## src/rtl/char_matcher.sv

```systemverilog
// Streaming KMP matcher: reports every (overlapping) occurrence of PAT in an
// accepted byte stream, resolving each character in one cycle.
module char_matcher #(
   parameter int                   PAT_LEN = 10,
   parameter logic [8*PAT_LEN-1:0] PAT     = "JUSTMONIKA",
   parameter int                   CNT_W   = 16
) (
   input  logic                           clk,
   input  logic                           rst,
   input  logic                           clr,
   input  logic                           in_valid,
   input  logic [7:0]                     in_char,
   output logic                           match,
   output logic [CNT_W-1:0]               match_pos,
   output logic [CNT_W-1:0]               match_cnt,
   output logic [$clog2(PAT_LEN+1)-1:0]   prefix_len
);

   localparam int PW = $clog2(PAT_LEN + 1);
   // Fixed 6-bit entries hold any prefix length 0..32.
   localparam int FW = 6;

   typedef logic [(PAT_LEN+1)*FW-1:0] fail_tab_t;

   function automatic logic [7:0] pat_char(input int i);
      return PAT[8*(PAT_LEN-1-i) +: 8];
   endfunction

   // Entry i is the longest proper border of the first i pattern characters.
   function automatic fail_tab_t build_fail();
      fail_tab_t tab;
      int        k;
      tab = '0;
      k   = 0;
      for (int i = 1; i < PAT_LEN; i++) begin
         while (k > 0 && pat_char(i) != pat_char(k)) begin
            k = int'(tab[k*FW +: FW]);
         end
         if (pat_char(i) == pat_char(k)) begin
            k = k + 1;
         end else begin
            k = k;
         end
         tab[(i+1)*FW +: FW] = FW'(k);
      end
      return tab;
   endfunction

   localparam fail_tab_t       FAIL_TAB  = build_fail();
   localparam logic [FW-1:0]   FAIL_FULL = FAIL_TAB[PAT_LEN*FW +: FW];
   localparam logic [FW-1:0]   FULL_LEN  = FW'(PAT_LEN);

   logic [PW-1:0]    prefix_r;
   logic [CNT_W-1:0] idx_r;
   logic [CNT_W-1:0] pos_r;
   logic [CNT_W-1:0] cnt_r;
   logic             match_r;

   logic [FW-1:0]    cur_s;
   logic [FW-1:0]    adv_s;
   logic             found_s;
   logic             hit_s;
   logic [PW-1:0]    next_prefix_s;

   // Unrolled failure chain: each step either extends the prefix, bottoms out
   // at zero, or falls back; PAT_LEN steps always suffice since cur_s shrinks.
   always_comb begin
      cur_s   = FW'(prefix_r);
      adv_s   = '0;
      found_s = 1'b0;
      for (int j = 0; j < PAT_LEN; j++) begin
         if (found_s) begin
            adv_s = adv_s;
         end else if (pat_char(int'(cur_s)) == in_char) begin
            adv_s   = cur_s + 6'd1;
            found_s = 1'b1;
         end else if (cur_s == 6'd0) begin
            adv_s   = 6'd0;
            found_s = 1'b1;
         end else begin
            cur_s = FAIL_TAB[int'(cur_s)*FW +: FW];
         end
      end
   end

   // Completing the pattern restarts from its longest border, never PAT_LEN.
   always_comb begin
      hit_s = found_s && (adv_s == FULL_LEN);
      if (hit_s) begin
         next_prefix_s = PW'(FAIL_FULL);
      end else begin
         next_prefix_s = PW'(adv_s);
      end
   end

   // Matcher state, stream index and match bookkeeping.
   always_ff @(posedge clk or negedge rst) begin
      if (!rst) begin
         prefix_r <= '0;
         idx_r    <= '0;
         pos_r    <= '0;
         cnt_r    <= '0;
         match_r  <= 1'b0;
      end else if (clr) begin
         prefix_r <= '0;
         idx_r    <= '0;
         pos_r    <= '0;
         cnt_r    <= '0;
         match_r  <= 1'b0;
      end else if (in_valid) begin
         prefix_r <= next_prefix_s;
         idx_r    <= idx_r + CNT_W'(1);
         match_r  <= hit_s;
         if (hit_s) begin
            pos_r <= idx_r;
            if (cnt_r != {CNT_W{1'b1}}) begin
               cnt_r <= cnt_r + CNT_W'(1);
            end else begin
               cnt_r <= cnt_r;
            end
         end else begin
            pos_r <= pos_r;
            cnt_r <= cnt_r;
         end
      end else begin
         match_r <= 1'b0;
      end
   end

   assign match      = match_r;
   assign match_pos  = pos_r;
   assign match_cnt  = cnt_r;
   assign prefix_len = prefix_r;

endmodule

```

## config.mk

```make
export PLATFORM = sky130hd
export DESIGN_NAME = char_matcher
export DESIGN_NICKNAME = d
export VERILOG_FILES = /design/src/rtl/char_matcher.sv
export SDC_FILE = /design/constraint.sdc
export NUM_CORES = 1
export LEC_CHECK = 0
export CAP_MARGIN = 10
export CORE_MARGIN = 2
export CORE_UTILIZATION = 25
export CTS_BUF_LIST = sky130_fd_sc_hd__clkbuf_4
export CTS_CLUSTER_DIAMETER = 50
export DETAILED_ROUTE_END_ITERATION = 12
export PLACE_DENSITY_LB_ADDON = 0.12
export SETUP_SLACK_MARGIN = 0.05
export SLEW_MARGIN = 0
export SYNTH_ARGS = -nofsm -noshare
export SYNTH_HDL_FRONTEND = slang
export SYNTH_SLANG_ARGS = --single-unit
```

## constraint.sdc

```tcl
create_clock -name clk -period 14.2 [get_ports clk]
set_input_delay 2.84 -clock clk [delete_from_list [all_inputs] [get_ports clk]]
set_output_delay 2.84 -clock clk [all_outputs]
set_load 0.02 [all_outputs]
```

**Run 1: met4 routing**

Supply wires on this layer in gray. Cells faint in the background.
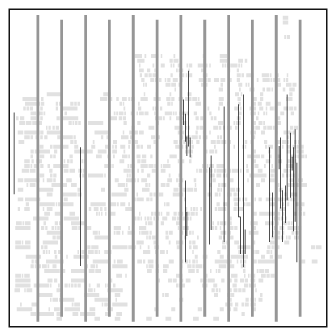
longest straight run: 97.9 µm
share of all routed wire: 3.4%
main direction: vertical
wire length on this layer: 1,070 µm
nets with wire on the layer: 24
WL final: 31,770 µm
DR vias: 8,370

**Run 1: the metal 1 layer**

Supply wires on this layer in gray.
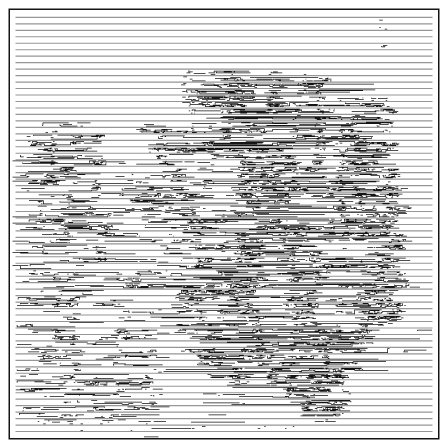
main direction: horizontal
nets with wire on the layer: 1,041
share of all routed wire: 45%
met1 GRT Util: 0.2519

**Run 1: met3 routing**

Scale bar: 50 µm. Cells faint in the background.
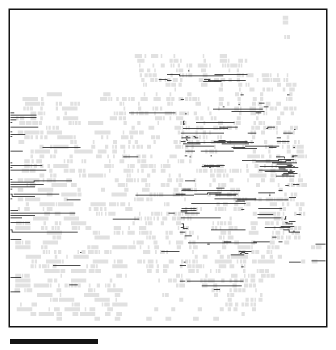
wire length on this layer: 1,660 µm
share of all routed wire: 5.2%
main direction: horizontal
longest straight run: 39.1 µm
nets with wire on the layer: 109
met3 Usage GRT: 0.01884

==> run summary, run 1 <==
Worst-path fanout max = 39
Worst-Skew Late Latency = 0.39 ns
Flop+latch power = 0.154 mW
Synth top cell by count = nor2_1
Layout clock buffers = 5
Max-cap violations = 0
First-pass GRT wire length = 48,390 µm
CTS root buf = clkbuf_4
WHS Endpoint = match_pos[10]$_DFFE_PN0P_
DRC Markers = 0
Core area = 30,510 µm²
Diode count = 0
Placer Congestion = 0.8477
CP bufs+invs = 5
Iter 0 DRT Violations = 673
Worst-Margin Slew = 1.113 ns
Post-synth net total = 1,149
Tool warning count = 49
Cell Type Count = 84
Comb pwr = 0.112 mW
Reg-to-Reg End = match_cnt[15]$_DFFE_PN0P_
Reg2reg setup slack = 4.11 ns
Largest net degree at the start of global routing = 54
Nets@finish = 1,138
Max-slew headroom = 0.2551
Logic Gate Count = 870
Placed Cells = 1,463
Wirelength per Cell = 21.61 µm
Total power = 0.3548 mW
YS chip area = 7735 µm²
Non-clk bufs = 75
Chip Footprint = 32,360 µm²
Critical Path End = match_cnt[15]$_DFFE_PN0P_
Crit path required time = 14.52 ns
Top pwr grp = registers
Most numerous logic cell after layout = nor2_1
Remaining antenna violation count after routing = 0
NonClk Buf Share = 0.07822
Fp util = 0.2535
Clock-net power = 0.0889 mW
Post-synth EDFFs = 0
Overall die height = 179.9 µm
Post-CTS Setup Inserts = 0
Setup ws final = 3.038 ns
Final TNS setup = 0 ns
Commonest cells post-synth = nor2_1, nand2_1, o21ai_0
Die W = 179.9 µm
Non-CTS inverters = 69
Num rows = 64
Startpoint types = primary input
Io pins = 49
Highest Signal Layer = met4
Vias in the first global route = 7,919
Unrepaired setup endpoints after global routing = false
DP Area = 8529 µm²
Fin cells = 1,470
Number of gates resized after cts = 0
Leading register cell type out of synthesis = dfrtp_1
Pleak = 3.227 nW
Yosys top cell by area = dfrtp_1
R2R cell count = 26
Top-area cell share = 0.1715
Adder Area Share = 0.08412
Yosys simple share = 0.2894
Synth Cell Area = 7735 µm²
Seq area share = 0.1543
Final min period = 11.16 ns
Status = finished, final reports clean
Routed met1 length = 14,240 µm
Largest buffer count on any clock path = 2
Worst-path clk slew = 0.16 ns
Comb gate area = 5774 µm²
Post-CTS Hold Buffers = 0
Met3 wire length = 1657 µm
Multi-input gate share of total cell area = 0.6710
Placement Setup Slack = 2.710 ns
Fin. Hold Viols = 0
HP Start = match_pos[10]$_DFFE_PN0P_
Final Hold Slack = 0.5403 ns
Ys cells = 1,085
CP delay by family, top = simple AND/OR/NAND/NOR gates
Gate Count Post-Synth = 1,085
Area delta synth->final = 11.26%
Aoi share = 0.2810
Synth Area in XOR/XNOR = 0.04756
Critical path's largest stage delay = 0.93 ns
Initial antenna violation count = 0
==> run 2: changes to the inputs <==
==> constraint.sdc (replaced) <==
create_clock -name clk -period 11.25 [get_ports clk]
set_input_delay 2.25 -clock clk [delete_from_list [all_inputs] [get_ports clk]]
set_output_delay 2.25 -clock clk [all_outputs]
set_load 0.02 [all_outputs]
==> run summary, run 2 <==
Top-area cell share = 0.1715
Die W = 179.9 µm
Comb pwr = 0.144 mW
CP delay by family, top = simple AND/OR/NAND/NOR gates
YS chip area = 7735 µm²
Iter 0 DRT Violations = 737
Setup ws final = 1.617 ns
Placed Cells = 1,468
Total power = 0.4510 mW
Placer Congestion = 0.8395
Num rows = 64
DRC Markers = 0
Logic Gate Count = 870
R2R cell count = 27
HP Start = match_pos[4]$_DFFE_PN0P_
Diode count = 1
Max-slew headroom = 0.3040
Layout clock buffers = 5
Non-clk bufs = 80
Routed met1 length = 14,540 µm
Startpoint types = primary input
Post-synth EDFFs = 0
Critical Path End = match_cnt[15]$_DFFE_PN0P_
Leading register cell type out of synthesis = dfrtp_1
Io pins = 49
Tool warning count = 49
Commonest cells post-synth = nor2_1, nand2_1, o21ai_0
Core area = 30,510 µm²
Synth top cell by count = nor2_1
Critical path's largest stage delay = 0.89 ns
Aoi share = 0.2810
Met1 GRT Util = 0.2552
Overall die height = 179.9 µm
Ys cells = 1,085
Post-CTS Hold Buffers = 0
Most numerous logic cell after layout = nor2_1
Comb gate area = 5774 µm²
Max-cap violations = 0
Highest Signal Layer = met4
Number of gates resized after cts = 0
NonClk Buf Share = 0.08218
CTS root buf = clkbuf_4
Largest net degree at the start of global routing = 54
WHS Endpoint = match_pos[4]$_DFFE_PN0P_
Clock-net power = 0.112 mW
First-pass GRT wire length = 49,270 µm
DP Area = 8567 µm²
Initial antenna violation count = 1
Unrepaired setup endpoints after global routing = false
Worst-Skew Late Latency = 0.39 ns
Wirelength per Cell = 21.78 µm
CP bufs+invs = 4
Area delta synth->final = 11.81%
Fin cells = 1,477
Cell Type Count = 84
Pleak = 3.248 nW
Worst-path fanout max = 28
Vias in the first global route = 8,089
Post-CTS Setup Inserts = 0
Flop+latch power = 0.195 mW
Crit path required time = 11.56 ns
Final TNS setup = 0 ns
Post-synth net total = 1,149
Status = finished, final reports clean
Remaining antenna violation count after routing = 0
Largest buffer count on any clock path = 2
Reg2reg setup slack = 1.64 ns
Nets@finish = 1,143
Final min period = 9.633 ns
Worst-path clk slew = 0.17 ns
Met3 wire length = 1765 µm
Yosys top cell by area = dfrtp_1
Fp util = 0.2535
Synth Area in XOR/XNOR = 0.04756
**Run 2: the metal 2 layer**

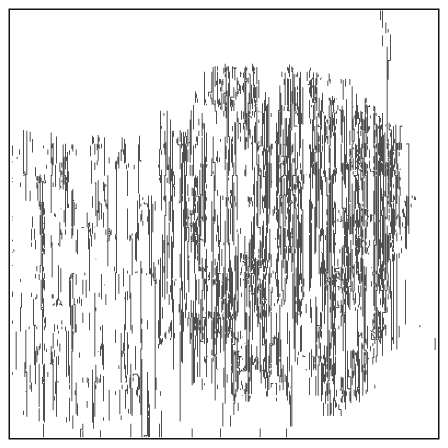
share of all routed wire: 46%
main direction: vertical
wire length on this layer: 14,700 µm
nets with wire on the layer: 883
longest straight run: 69.6 µm
WL final: 32,170 µm
GR Util met2: 0.3151

**Run 2: met4 routing**

Supply wires on this layer in gray. Cells faint in the background.
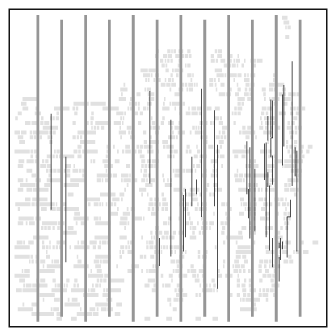
wire length on this layer: 1,200 µm
main direction: vertical
share of all routed wire: 3.7%
nets with wire on the layer: 29
longest straight run: 81.6 µm
DR vias: 8,431

**Run 2: the metal 1 layer**

Supply wires on this layer in gray.
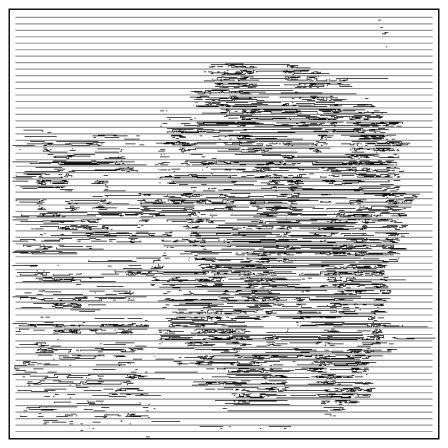

==> run 3: changes to the inputs <==
--- a/config.mk
+++ b/config.mk
@@ -11,7 +11,7 @@
 export CTS_BUF_LIST = sky130_fd_sc_hd__clkbuf_4
 export CTS_CLUSTER_DIAMETER = 50
 export DETAILED_ROUTE_END_ITERATION = 12
-export PLACE_DENSITY_LB_ADDON = 0.12
+export PLACE_DENSITY_LB_ADDON = 0.08
 export SETUP_SLACK_MARGIN = 0.05
 export SLEW_MARGIN = 0
 export SYNTH_ARGS = -nofsm -noshare
**Run 3: the metal 1 layer**

Supply wires on this layer in gray.
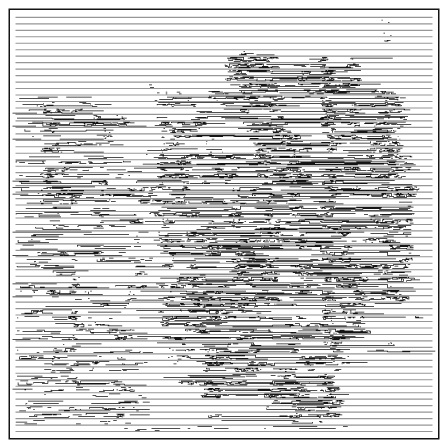
nets with wire on the layer: 1,049
share of all routed wire: 45%
wire length on this layer: 15,200 µm
main direction: horizontal
longest straight run: 78.7 µm
WL final: 33,560 µm
met1 GRT Util: 0.2668
DR vias: 8,531

**Run 3: met4 routing**

Supply wires on this layer in gray. Cells faint in the background.
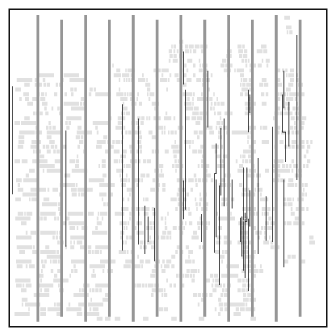
wire length on this layer: 1,380 µm
share of all routed wire: 4.1%

==> run summary, run 3 <==
Initial antenna violation count = 1
Die W = 179.9 µm
First-pass GRT wire length = 51,510 µm
Unrepaired setup endpoints after global routing = false
Placer Congestion = 0.8729
CTS root buf = clkbuf_4
Leading register cell type out of synthesis = dfrtp_1
Wirelength per Cell = 22.69 µm
DR vias/cell = 5.768
Vias in the first global route = 8,220
Final TNS setup = 0 ns
Crit path kind = in2reg
Iter 0 DRT Violations = 598
Overall die height = 179.9 µm
Final Hold Slack = 0.5376 ns
Diode count = 1
Gate Count Post-Synth = 1,085
Logic Gate Count = 870
Ys cells = 1,085
Core area = 30,510 µm²
Setup ws final = 1.803 ns
CP bufs+invs = 5
Non-clk bufs = 82
Multi-input gate share of total cell area = 0.6684
GR Util met2 = 0.3381
Reg-to-Reg End = match_cnt[15]$_DFFE_PN0P_
Nets@finish = 1,145
Critical path's largest stage delay = 0.89 ns
Worst-Margin Slew = 1.031 ns
Synth Cell Area = 7735 µm²
Final min period = 9.447 ns
Placement Setup Slack = 1.398 ns
Most numerous logic cell after layout = nor2_1
Fin cells = 1,479
Comb pwr = 0.147 mW
Chip Footprint = 32,360 µm²
Startpoint types = primary input
Met2 wire len = 15,600 µm
Highest Signal Layer = met4
IO Port Bufs = 48
Routed met1 length = 15,150 µm
Adder Area Share = 0.08412
HP Start = match_pos[8]$_DFFE_PN0P_
Commonest cells post-synth = nor2_1, nand2_1, o21ai_0
Largest buffer count on any clock path = 2
Worst-Skew Late Latency = 0.38 ns
Remaining antenna violation count after routing = 0
Fin. Hold Viols = 0
Placed Cells = 1,470
Number of gates resized after cts = 0
R2R cell count = 26
CP delay by family, top = AND-OR/OR-AND gates
Yosys simple share = 0.2894
Met3 Usage GRT = 0.01985
Crit path required time = 11.56 ns
Flops after synth = 53
Cell Type Count = 84
Yosys top cell by area = dfrtp_1
Pleak = 3.251 nW
Fp util = 0.2535
DRC Markers = 0
NonClk Buf Share = 0.08400
Critical Path Source = in_char[4]
DP Area = 8582 µm²
Largest net degree at the start of global routing = 54
Reg2reg setup slack = 1.85 ns
Clock-net power = 0.0874 mW
Critical Path End = match_cnt[15]$_DFFE_PN0P_
Comb gate area = 5774 µm²
Non-CTS inverters = 69
Synth top cell by count = nor2_1
Post-CTS Setup Inserts = 0
Tool warning count = 49
Status = finished, final reports clean
WHS Endpoint = match_pos[8]$_DFFE_PN0P_
Synth Area in XOR/XNOR = 0.04756
Num rows = 64
Layout cell share with drive strength beyond 1 = 0.06747
Max-cap violations = 0
Worst-path clk slew = 0.16 ns
Top pwr grp = registers
Post-synth EDFFs = 0
Post-synth net total = 1,149
Worst-path fanout max = 28
Max-slew headroom = 0.3130
Flop+latch power = 0.194 mW
Seq area share = 0.1537
Top-area cell share = 0.1715
Layout clock buffers = 5
Io pins = 49
YS chip area = 7735 µm²
Power is estimated from default activity; no workload was simulated.
